### src/rtl/valu_result_queue.sv
// valu_result_queue: receive-side endpoint for the vector ALU result stream.
// Each valid VALU result ({in_addr, in_data}) is pushed into a DEPTH-entry
// FIFO. The FIFO drains to the VRF write port through a show-ahead
// valid/ready handshake.
//
// Ports:
//   clk, nrst            clock; synchronous active-low reset
//   in_valid/in_data/in_addr   VALU result stream (one push per cycle)
//   stall                hold VALU issue (registered occupancy >= DEPTH-1,
//                        forced high during the flush sequence)
//   vrf_we/vrf_addr/vrf_wdata  FIFO head, combinational (show-ahead)
//   vrf_ready            VRF accepts the head this cycle
//   flush_req            request drain-and-hold
//   flush_done           one-cycle pulse when the drain completes
//   count                current occupancy
//   overflow             sticky: a push was attempted while full
//
// Optional feature macro: VRQ_DROP_DEAD_EN
//   When defined, a push whose in_data equals DEAD_MARK is discarded and the
//   internal 16-bit saturating dead_cnt counts the discards.
module valu_result_queue #(
    parameter int unsigned       DEPTH     = 8,
    parameter int unsigned       DATA_W    = 32,
    parameter int unsigned       ADDR_W    = 8,
    parameter logic [DATA_W-1:0] DEAD_MARK = 32'hDEAD_DEAD
) (
    input  logic                   clk,
    input  logic                   nrst,
    input  logic                   in_valid,
    input  logic [DATA_W-1:0]      in_data,
    input  logic [ADDR_W-1:0]      in_addr,
    output logic                   stall,
    output logic                   vrf_we,
    output logic [ADDR_W-1:0]      vrf_addr,
    output logic [DATA_W-1:0]      vrf_wdata,
    input  logic                   vrf_ready,
    input  logic                   flush_req,
    output logic                   flush_done,
    output logic [$clog2(DEPTH):0] count,
    output logic                   overflow
);

    localparam int unsigned PW = $clog2(DEPTH);
    localparam int unsigned CW = PW + 1;
    localparam logic [CW-1:0] FULL_CNT  = CW'(DEPTH);
    localparam logic [CW-1:0] STALL_CNT = CW'(DEPTH - 1);

    typedef enum logic [1:0] {IDLE, DRAIN, DONE, HOLD} state_t;

    state_t                   state, state_next;
    logic [PW-1:0]            head, tail;
    logic [CW-1:0]            count_next;
    logic [ADDR_W+DATA_W-1:0] mem [DEPTH];
    logic                     stall_q;
    logic                     pop, push_req, push, dead;

`ifdef VRQ_DROP_DEAD_EN
    logic [15:0] dead_cnt;

    always_comb begin
        dead = (in_data == DEAD_MARK);
    end

    always_ff @(posedge clk) begin
        if (!nrst) begin
            dead_cnt <= '0;
        end else if (in_valid && (state != HOLD) && dead && (dead_cnt != '1)) begin
            dead_cnt <= dead_cnt + 1'b1;
        end
    end
`else
    always_comb begin
        dead = 1'b0;
    end
`endif

    // Datapath: show-ahead head, push/pop qualification, next occupancy.
    always_comb begin
        vrf_we                = (count != '0) && (state != HOLD);
        {vrf_addr, vrf_wdata} = (count != '0) ? mem[head] : '0;
        pop                   = vrf_we && vrf_ready;
        push_req              = in_valid && (state != HOLD) && !dead;
        // A same-cycle pop frees the slot, so a full FIFO still accepts.
        push                  = push_req && ((count != FULL_CNT) || pop);
        count_next            = count + CW'(push) - CW'(pop);
    end

    // Flush sequence FSM.
    always_comb begin
        state_next = state;
        flush_done = 1'b0;
        case (state)
            IDLE:  if (flush_req) state_next = DRAIN;
            DRAIN: if ((count == '0) && !push) state_next = DONE;
            DONE: begin
                flush_done = 1'b1;
                state_next = HOLD;
            end
            HOLD:  if (!flush_req) state_next = IDLE;
            default: state_next = IDLE;
        endcase
        stall = stall_q || (state != IDLE);
    end

    always_ff @(posedge clk) begin
        if (!nrst) begin
            state    <= IDLE;
            head     <= '0;
            tail     <= '0;
            count    <= '0;
            stall_q  <= 1'b0;
            overflow <= 1'b0;
        end else begin
            state   <= state_next;
            count   <= count_next;
            stall_q <= (count_next >= STALL_CNT);
            if (push) tail <= tail + 1'b1;
            if (pop)  head <= head + 1'b1;
            if (push_req && !push) overflow <= 1'b1;
        end
    end

    // Storage needs no reset: entries are only visible through head/count.
    always_ff @(posedge clk) begin
        if (nrst && push) mem[tail] <= {in_addr, in_data};
    end

endmodule

### config.mk
export PLATFORM = sky130hd
export DESIGN_NAME = valu_result_queue
export DESIGN_NICKNAME = d
export VERILOG_FILES = /design/src/rtl/valu_result_queue.sv
export SDC_FILE = /design/constraint.sdc
export NUM_CORES = 1
export LEC_CHECK = 0
export CAP_MARGIN = 20
export CELL_PAD_IN_SITES_DETAIL_PLACEMENT = 0
export CELL_PAD_IN_SITES_GLOBAL_PLACEMENT = 2
export CORE_MARGIN = 10
export CORE_UTILIZATION = 42
export DETAILED_ROUTE_END_ITERATION = 16
export GPL_TIMING_DRIVEN = 0
export PLACE_DENSITY = 0.75
export SETUP_SLACK_MARGIN = 0.1
export SYNTH_ARGS = -nofsm -noshare
export SYNTH_HDL_FRONTEND = slang
export SYNTH_SLANG_ARGS = --single-unit
### constraint.sdc
create_clock -name clk -period 6.4 [get_ports clk]
set_clock_uncertainty 0.15 [all_clocks]
set_input_delay 0.96 -clock clk [delete_from_list [all_inputs] [get_ports clk]]
set_output_delay 0.96 -clock clk [all_outputs]
set_load 0.03 [all_outputs]
Run 1, clock routing:
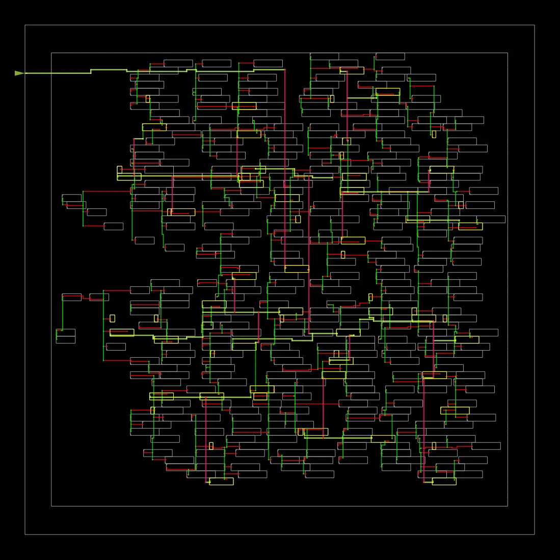
number of buffers created by CTS: 36
clk latency late pin: 510 ps
final-layout clock buffer total: 46

Run 1, cells by drive strength:
The bar under the picture is 50 µm long.
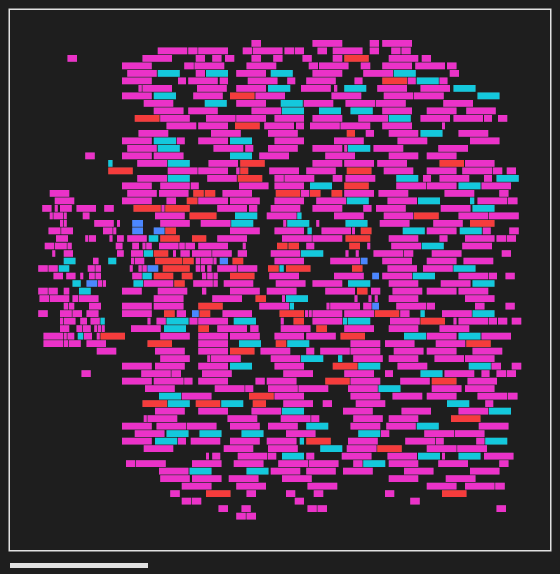
Key: blue = _3 and _4 cells [cells 10]; magenta = _0 and _1 cells [cells 575]; red = _6 and larger [cells 73]; cyan = _2 cells [cells 101]
Non-clock buffers: 144
cell area after layout: 15900 µm²
setup ws final: 1950 ps
growth of design area from synthesis to finish: 22.4%

Run 1, metal 2:
Cells faint in the background.
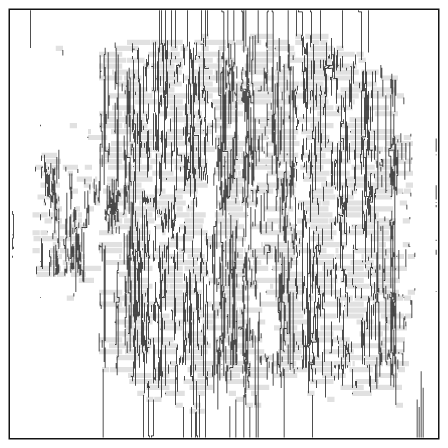
722 nets have wire on it. The wires run mostly vertical.
total via count after detailed routing: 6274
total wire length: 27400 µm
global-route track usage on met2: 0.239

Run 1, M4 wires:
The bar under the picture is 50 µm long. Cells faint in the background.
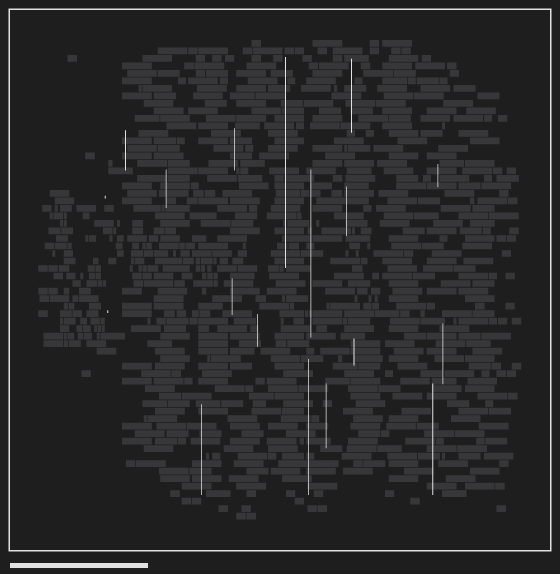
9 nets have wire on it. The wires run mostly vertical. The longest straight run is 76.2 µm.

==> commit_impl_results.txt, run 1 <==
Record implementation results from latest flow run

* Critical path required time: around 5300 ps
- There are about 340 flip-flops and latches.
* Global-route wire length before repair: 41900 µm
- Ranked by flip-flop count, first place goes to mem.
- Signal inverters: 9
* Gr ovfl total: 0
* Worst setup path start: count[2]$_SDFF_PN0_
- In the detailed route, the total length drawn on met3 is about 1600 µm.
- The placement summary gives the final routability congestion estimate as between 0.7 and 0.8.
* Count of non-filler cells in the finished layout: roughly 1200
* Worst hold slack: roughly 330 ps
- Per the area breakdown, the dominant cell category is flip-flops and latches.
* Most frequent cells after synthesis: 320 x sky130_fd_sc_hd__edfxtp_1, 80 x sky130_fd_sc_hd__mux4_2, 40 x sky130_fd_sc_hd__a22o_1
- IO Count: 93
- Synthesis produced 580 cells.
- Worst slew slack as a fraction of its limit: 0.392
* Share of the core filled with cells in the final layout: 0.520
- Cell Pwr Density: slightly above 400 nW/µm²
- In this run, synthesis produced a sequential element count of between 300 and 400.
- The final timing report lists a max-slew violation count of 0.
- Cells along the critical path: inv_1, ha_1, nor3b_2, nor2_1, clkbuf_1, a22o_1, clkdlybuf4s50_1
- The number of hold buffers added after CTS was 0.
- Cell family with the largest share of critical-path delay: buffers and inverters
- Met1 Routed Length: 11500 µm
- Clock tree synthesis selected as its root buffer the cell sky130_fd_sc_hd__clkbuf_16.
* Detailed-placement wirelength estimate: ~18000 µm
* Post-place setup slack: around 2000 ps
- Per the layout area report, the sequential fraction of cell area is 0.627.
* Sequential cell fraction of total power: 0.402
* Yosys stat chip area: 13000 µm²
- Slew of the pin with the lowest slew margin: 908 ps
* Largest power group: sequential cells
- Max stage delay cell, worst path: sky130_fd_sc_hd__clkdlybuf4s50_1
- Post-layout minimum cycle time: 4450 ps
- Endpoint kind of the worst setup timing path: output port
* Worst endpoint data arrival time: between 3000 and 4000 ps
- Per the log, the first TritonRoute iteration ended with a DRC count of 468.
- The run reported a max-capacitance violation count of 0.
- Comb. cell area: 2840 µm²
- Number of buffers on the longest clock path: 3
- Height of the die: ~200 µm
- Final Setup Violations: 0
* All-layer global routing usage: 0.142
- Post-route DRC: 0
- Of all the cell area in the finished design, non-clock buffers hold 0.0916.
- Worst flop-to-flop path startpoint: count[2]$_SDFF_PN0_
* Internal power: about 4.5 mW
- After floorplanning, the core was divided into around 64 placement rows.
* Global Route met1 Usage: 0.182
- Combinational power for this build is ~1.9 mW.
* Critical path startpoint category: flop
- Yosys stat counts around 580 cells in the synthesized netlist.
- Global route summary, busiest routing layer listed as met2.
- Synth async-reset ratio: 0
- The share of total power dissipated in the clock network is 0.298.
* Stages on worst setup path: 7
- Run status: completed
- Together, buffers and inverters on the worst path number 3.
- Power in sequential cells: between 2 and 3 mW
- Power Clock: 1.90 mW
- A synthesized cell averages between 20 and 25 µm².
* Average wire per cell in the routed design: between 20 and 25 µm
* Antenna Nets Post-Route: 0
- Number of vias per cell: ~5.4
- The worst hold path begins at tail[2]$_SDFFE_PN0P_.
- Entering global routing, the biggest net connects 22 pins.
- Final Hold Viols: 0
- The initial antenna violation count is 3.
- The synthesis stats list as the most numerous cell sky130_fd_sc_hd__edfxtp_1.
* Final-layout fill cell count: between 2000 and 2500
- The cell-mix breakdown from Yosys lists the XOR/XNOR area share as 0.000676.
- Share of cells above drive strength 1: 0.242
* Post-synthesis mux area share: 0.145
- Number of warning messages in the logs: 31
* Unrepaired setup endpoints after global routing: no
* Final setup TNS: 0 ps
* Post-Place Cells: 1091
- For this design, the sink count on the clock tree is 337.
- The layout contains a multi-input combinational cell count of 205.
Run 1, metal layers overlaid:
Two of the layers only.
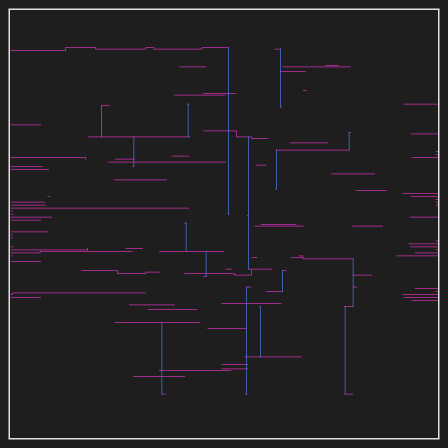

==> inputs of run 2 (changes only) <==
==> constraint.sdc (replaced) <==
create_clock -name clk -period 4.26 [get_ports clk]
set_clock_uncertainty 0.15 [all_clocks]
set_input_delay 0.639 -clock clk [delete_from_list [all_inputs] [get_ports clk]]
set_output_delay 0.639 -clock clk [all_outputs]
set_load 0.03 [all_outputs]
Run 2, metal layers overlaid:
Two of the layers only.
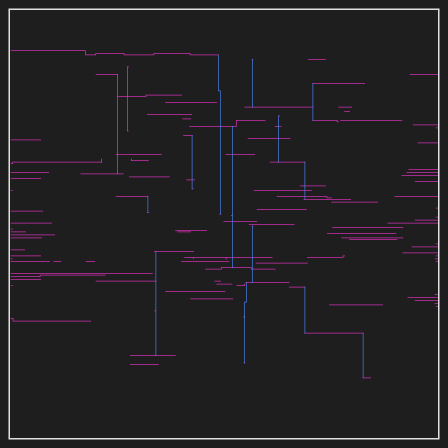
Key: blue = metal 4 [wire length 477 µm]; magenta = metal 3 [wire length 1700 µm]
total wire length: 27900 µm
all-layer global routing usage: 0.146
average wire per cell in the routed design: 24.3 µm
total via count after detailed routing: 6272

Run 2, cells by drive strength:
The bar under the picture is 50 µm long.
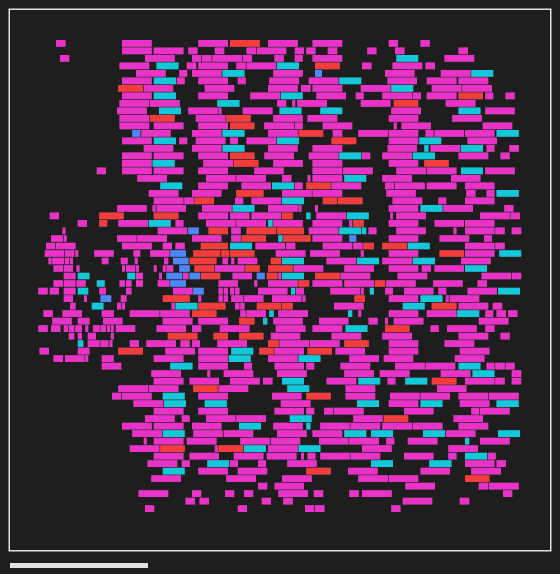
Key: cyan = _2 cells [cells 98]; blue = _3 and _4 cells [cells 13]; red = _6 and larger [cells 70]; magenta = _0 and _1 cells [cells 569]
Non-clock buffers: 136
growth of design area from synthesis to finish: 23.2%

==> run 2 against run 1 <==
Against the previous run:
- register-to-register slack got worse by 2000 ps
- via count barely moved
- die size did not move
- synthesized cell count did not move
- wire length rose by 1.7%
- synthesized area did not move
- final cell count fell by 0.87%
- cell area rose by 0.69%
- clock power rose by 58%
- combinational power rose by 52%
- sequential cell count did not move
- clock-buffer cell count fell by 1
- critical endpoint is now vrf_wdata[26]
- largest cell class unchanged
==> commit_impl_results.txt, run 2 <==
Record implementation results from latest flow run

- Run status: completed
- The async set-or-reset flop fraction in the synthesized netlist came to 0 (unchanged).
* Drt first-iter violations: 593 (+27%)
* Multi-input logic portion of the cell area: 0.179
- The number of cells in the finished layout apart from fillers is 1146 (-0.87%).
- The count of endpoints failing setup in the final report came to 0 (unchanged).
- The clock buffer instance count of the final layout came to 45 (-2.2%).
* Timing endpoint of the critical path: vrf_wdata[26]
* Worst flop-to-flop path startpoint: state[0]$_SDFFE_PN0P_
- Height of the die: 196 µm (unchanged)
* Most frequent cells after synthesis: 320 x sky130_fd_sc_hd__edfxtp_1, 80 x sky130_fd_sc_hd__mux4_2, 40 x sky130_fd_sc_hd__a22o_1
- Hold path startpoint: overflow$_SDFFE_PN0P_
- The number of non-clock inverters in the layout is 9 (unchanged).
- The slew at the pin with the worst max-slew slack came to 901 ps (-7.03 ps).
- The global route total overflow is 0 (unchanged).
* Cell family with the largest share of critical-path delay: buffers and inverters
- Ys cells: 580 (unchanged)
- Number of register bits inferred by synthesis: 337 (unchanged)
- Area fraction in xor and xnor cells: 0.000676 (unchanged)
- The horizontal die dimension reported for this design is 196 µm.
- The number of logic stages on the critical path including buffering was 7 (unchanged).
- Looking at the VDD voltage map, the peak drop is 0.313 mV.
- Yosys warns: 0
- Share of cells above drive strength 1: 0.241 (-0.00109)
- The number of clock buffers inserted by TritonCTS was 36 (unchanged).
- The worst setup slack before clock tree synthesis is 336 ps (-1700 ps).
- Number of setup buffers added after CTS: 0
* Cell area after layout: 16000 µm² (+0.69%)
- The share of the final layout cell area in sequential cells is 0.623 (-0.00427).
* Leak Pwr: approximately 5 nW
- Most Used Layer, Global Route: met2
- In the hold timing report, the worst path depth is 1.
* Most used DFF post-synth: sky130_fd_sc_hd__edfxtp_1
* RD Place Congestion: 0.717 (+1.8%)
* Final-layout fill cell count: 2352 (-0.30%)
- Most popular library cell in the synthesized design by count: sky130_fd_sc_hd__edfxtp_1
- Clock tree sinks: 337 (unchanged)
- Post-CTS repair changed the size of 0 cells.
- By area, the class that comes first in the final layout consists of flip-flops and latches.
- Sequential cell fraction of total power: 0.395 (-0.007)
* Number of buffers on the longest clock path: 3 (unchanged)
- Clock network share of area: 0.0726
* Clk latency late pin: 500 ps (about the same)
- The largest individual stage delay along the critical path comes from the cell sky130_fd_sc_hd__clkdlybuf4s50_1.
- Number of pins with negative max-slew slack in the final report: 0 (unchanged)
* Endpoint kind of the worst setup timing path: output port
* Critical path startpoint category: flop
- The site row count is 64 (unchanged).
- Per STA, the worst path is made up of inv_1, ha_1, nor3b_2, nor2_1, clkbuf_2, a22o_1, clkdlybuf4s50_1.
* Flop Count: 337 (unchanged)
* CP peak stage delay: around 700 ps
- The met2 track demand over resource was 0.244 (+0.00481).
* Worst hold slack: 353 ps (+24.9 ps)
- Initial antenna violation count: 1 (-2)
* Max-capacitance violation count: 0 (unchanged)
* Chip footprint: roughly 38000 µm²
- Share of the core filled with cells in the final layout: 0.523 (+0.00357)
- According to the timing report, the critical path is launched from count[2]$_SDFF_PN0_.
* Largest power group: sequential cells
- The count of nets left with antenna violations after detail routing came to 0 (unchanged).
* Area share of buffers outside the clock network: 0.0920 (+0.000394)
- In this run the clock root is driven by a sky130_fd_sc_hd__clkbuf_16.
- Met1 Routed Length: 11600 µm (+1.0%)
* Number of iterations in the first detailed-routing pass: 5
- Post-Synthesis Cells: 580 (unchanged)
- The placed instance count came to 1083 (-0.73%).
- Post-synthesis share of cell area spent on and, or, nand and nor gates: 0.0196
- The power drawn by the sequential cells came to 3.85 mW (+50%).
- Number of warning messages in the logs: 31 (unchanged)
- The floorplan report lists the tap cell count as 396.
* Buf+Inv Stages, Crit Path: 3 (unchanged)
- The largest net degree at the start of global routing was 24 (+9.1%).
- Critical path required time: 3470 ps (-1820 ps)
* IO Count: 93 (unchanged)
- The routed via count divided by cell count came to 5.47 (+0.84%).
* Worst endpoint data arrival time: 3030 ps (-310 ps)
* Post-route DRC: 0 (unchanged)
- The largest registers in the layout are mem: 320 flops, count: 4 flops.
- The worst register-to-register path has a depth of 6.
- Global Route met1 Usage: 0.188 (+0.00631)
- The layout multi-input combinational cell count came to 205 (unchanged).
- Max Freq: around 260 MHz
- The via count of the first global-routing pass is ~6800.
- Detailed-placement wirelength estimate: 17300 µm (-2.7%)
- The global-route wire length before repair came to 42100 µm (+0.48%).
- Core ar.: a little over 30000 µm²
* Worst slew slack as a fraction of its limit: 0.397 (+0.00534)
- The register with the most flip-flops in the layout has around 320 of them.
- Internal power: 6.92 mW (+54%)
* Power Clock: 3.00 mW (+58%)
- Final Hold Viols: 0 (unchanged)
* Placement Cell Area: roughly 15000 µm²
* Length of routed met3 wiring: 1700 µm (+8.6%)
- Routed wire length on met2: 14100 µm
- The area fraction in mux cells is 0.145 (unchanged).
* Power consumed by combinational cells: 2.90 mW (+52%)
* Number of buffers inserted for hold repair after clock tree synthesis: 0 (unchanged)
- The combinational cell area excluding buffers and inverters was 2860 µm² (+0.88%).
- Setup repair after global routing left no endpoint under its margin.
- Final setup TNS: 0 ps (unchanged)
- In the setup report, the worst path falls into the class reg -> out.
- Post-layout minimum cycle time: 3820 ps
- The largest register by flop count is mem.
- The H-tree was split into 2 levels.
* Cell Pwr Density: 611 nW/µm² (+52%)
- Critical path fanouts, max: 10
- Fraction of power consumed by the clock network: 0.308 (+0.010)
- Yosys stat chip area: 13000 µm² (unchanged)
- Synthesized area divided by synthesized cell count: 22.3 µm² (unchanged)
- The final worst slack was 440 ps (-1510 ps).
Run 2, clock routing:
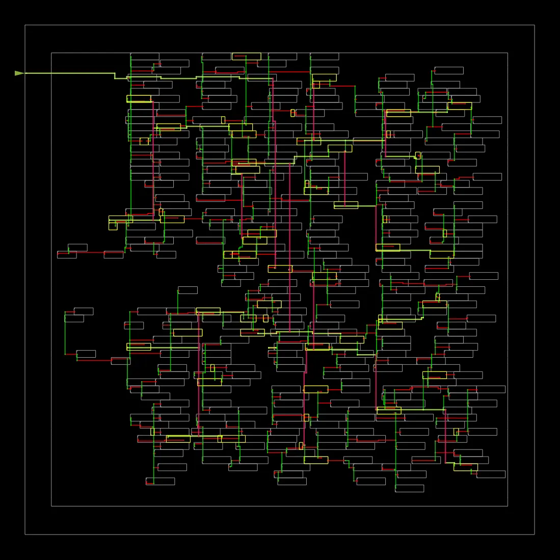

==> inputs of run 3 (changes only) <==
--- a/config.mk
+++ b/config.mk
@@ -14,6 +14,7 @@
 export GPL_TIMING_DRIVEN = 0
 export PLACE_DENSITY = 0.75
 export SETUP_SLACK_MARGIN = 0.1
+export SLEW_MARGIN = 15
 export SYNTH_ARGS = -nofsm -noshare
 export SYNTH_HDL_FRONTEND = slang
 export SYNTH_SLANG_ARGS = --single-unit
Run 3, clock routing:
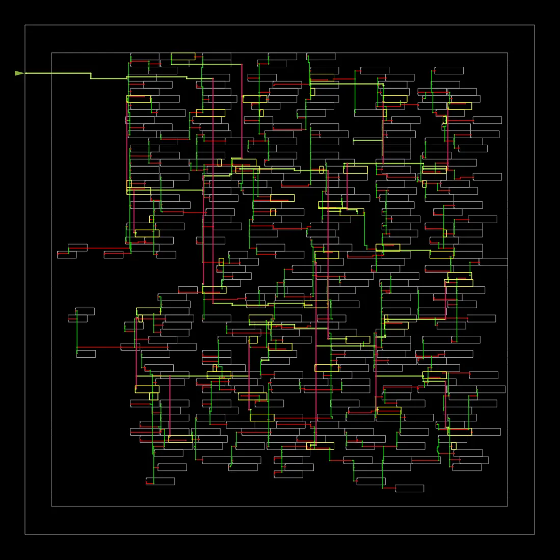
number of buffers created by CTS: 34
clock tree sinks: 337
final-layout clock buffer total: 41

==> run 3 against run 2 <==
Against the previous run:
- register-to-register slack improved by 60 ps
- synthesized area did not move
- via count fell by 0.22%
- global-route usage barely moved
- cell area fell by 0.27%
- clock power fell by 5%
- largest cell class unchanged
==> commit_impl_results.txt, run 3 <==
Record implementation results from latest flow run

- Global Route met1 Usage: 0.188 (-0.000344)
- STA classifies the critical path endpoint as an output port.
- The tree is rooted in a sky130_fd_sc_hd__clkbuf_16.
- Tap cells: 396 (unchanged)
- Hold path startpoint: tail[2]$_SDFFE_PN0P_
- Number of warning messages in the logs: 31 (unchanged)
- Power consumed by combinational cells: 2.90 mW (about the same)
- Average wire per cell in the routed design: 24.5 µm (+0.80%)
* Met1 Routed Length: 11900 µm (+2.9%)
* RD Place Congestion: 0.717 (unchanged)
* Yosys warns: 0 (unchanged)
- The buffer and inverter count on the worst path was 3 (unchanged).
* Number of vias per cell: 5.45 (-0.40%)
* Number of buffers inserted for hold repair after clock tree synthesis: 0 (unchanged)
- The clock period minus worst slack came to 3830 ps (+13.1 ps).
- Number of H-tree branching levels: 2 (unchanged)
- The flip-flop count of the largest register after layout is 320 (unchanged).
- The die boundary width is 196 µm (unchanged).
* Worst Setup Path Type: reg -> out
* Number of core rows: 64 (unchanged)
- Global-route wire length before repair: 42200 µm (+0.29%)
* Worst endpoint data arrival time: 3040 ps (about the same)
* Power Clock: 2.85 mW (-5%)
- The met2 track demand over resource came to 0.238 (-0.00582).
* Fraction of power consumed by the clock network: 0.297 (-0.011)
- Most used DFF post-synth: sky130_fd_sc_hd__edfxtp_1
* CP peak stage delay: 690 ps (about the same)
- The final antenna diode tally reported by the flow is 0.
- Critical path startpoint category: flop
* Timing endpoint of the critical path: vrf_wdata[29]
* Critical path fanouts, max: 10 (unchanged)
- On the critical path the largest part of the delay comes from buffers and inverters.
* Most Used Layer, Global Route: met2
- Setup ws final: 427 ps (-13.1 ps)
- The sequential share of power is 0.401 (+0.006).
* Post-synthesis share of cell area spent on and, or, nand and nor gates: 0.0196 (unchanged)
- The number of buffers on the longest clock path was 3 (unchanged).
* Share of the core filled with cells in the final layout: 0.522 (-0.00139)
- The fraction of layout cells with a size suffix above 1 is 0.243 (+0.00202).
- Critical path required time: 3470 ps (about the same)
- Per the STA report, the cell with the highest stage delay on the worst path is sky130_fd_sc_hd__clkdlybuf4s50_1.
- The instance count of the mapped netlist was 580 (unchanged).
- Largest vdd supply drop: 0.303 mV (-3.3%)
* Antenna Nets Post-Route: 0 (unchanged)
- Cells along the critical path: inv_1, ha_1, nor3b_2, nor2_1, clkbuf_2, a22o_1, clkdlybuf4s50_1
- The final hold slack is 342 ps (-11.1 ps).
* Post-Place Cells: 1090 (+0.65%)
* Yosys stat chip area: 13000 µm² (unchanged)
- Area fraction in xor and xnor cells: 0.000676 (unchanged)
- The worst hold path stage count came to 2 (+1).
* Clk latency late pin: 510 ps (about the same)
- The number of top-level design ports came to 93 (unchanged).
- Power in sequential cells: 3.85 mW (about the same)
- The combinational share of cell area came to 0.180 (+0.000478).
* Final Hold Viols: 0 (unchanged)
- The layout buffer count excluding clock buffers came to 143 (+5.1%).
* Post-place setup slack: 429 ps (+92.9 ps)
- Yosys reports that the most numerous cell types are 320 x sky130_fd_sc_hd__edfxtp_1, 80 x sky130_fd_sc_hd__mux4_2, 40 x sky130_fd_sc_hd__a22o_1.
- The layout multi-input combinational cell count came to 205 (unchanged).
- Most flop-heavy register: mem
- The die height was 196 µm (unchanged).
- Largest net degree at the start of global routing: 21 (-13%)
* Slew of the pin with the lowest slew margin: 905 ps (+4.58 ps)
- Vias in the first global route: 6719 (-0.67%)
- The number of logic stages on the critical path including buffering is 7 (unchanged).
* Clock network share of area: 0.0664 (-0.00625)
* Synth async-reset ratio: 0 (unchanged)
* Final-layout fill cell count: 2330 (-0.94%)
- The combinational cell area excluding buffers and inverters was 2860 µm² (unchanged).
- Final Setup Violations: 0 (unchanged)
- Leak Pwr: 5.06 nW (-0.17%)
* Worst flop-to-flop path startpoint: state[0]$_SDFFE_PN0P_
* Initial antenna violation count: 2 (+1)
- The number of cells in the finished layout apart from fillers was 1148 (+0.17%).
- Post-route DRC: 0 (unchanged)
* Gr ovfl total: 0 (unchanged)
- Top cell class by occupied area: flip-flops and latches
- In the final layout, the registers with the most flip-flops are mem: 320 flops, count: 4 flops.
- Number of setup buffers added after CTS: 0 (unchanged)
- The number of non-clock inverters in the layout is 9 (unchanged).
* Placement Cell Area: 14900 µm² (+0.41%)
- Worst Reg2Reg Path Length in Cells: 7 (+1)
- The biggest slice of the total power is consumed by sequential cells.
- Cell area after layout: 15900 µm² (-0.27%)
- The design internal power came to 6.79 mW (-1.9%).
* Post-synthesis mux area share: 0.145 (unchanged)
- Worst setup path start: count[2]$_SDFF_PN0_
* Run status: completed
- The number of standard cells reported by yosys came to 580 (unchanged).
- The top achievable clock speed is 261 MHz (-0.34%).
- The number of maximum-capacitance violations was 0 (unchanged).
- The number of DRC violations after detailed-routing iteration 0 came to 507 (-15%).
- Chip footprint: 38300 µm² (unchanged)
- Share of cell area taken by flip-flops and latches: 0.625 (+0.00166)
- Growth of design area from synthesis to finish: 22.9%
- The fraction of area in non-clock buffers is 0.0960 (+0.00402).
- Routed wire length on met2: 13900 µm (-1.5%)
- The cell resize tally after clock tree synthesis came to 0 (unchanged).
- The total power divided by cell area came to 603 nW/µm² (-1.3%).
- Number of pins with negative max-slew slack in the final report: 0 (unchanged)
- Most popular library cell in the synthesized design by count: sky130_fd_sc_hd__edfxtp_1
Run 3, metal layers overlaid:
Two of the layers only.
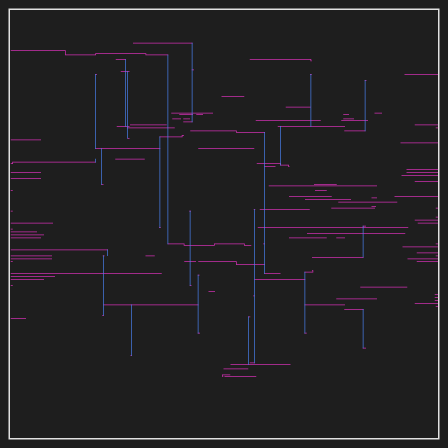
Key: magenta = metal 3 [wire length 1630 µm]; blue = metal 4 [wire length 671 µm]
total wire length: 28200 µm
total via count after detailed routing: 6258
all-layer global routing usage: 0.146

Power figures rest on the tool's default switching activity, not on a simulated workload.
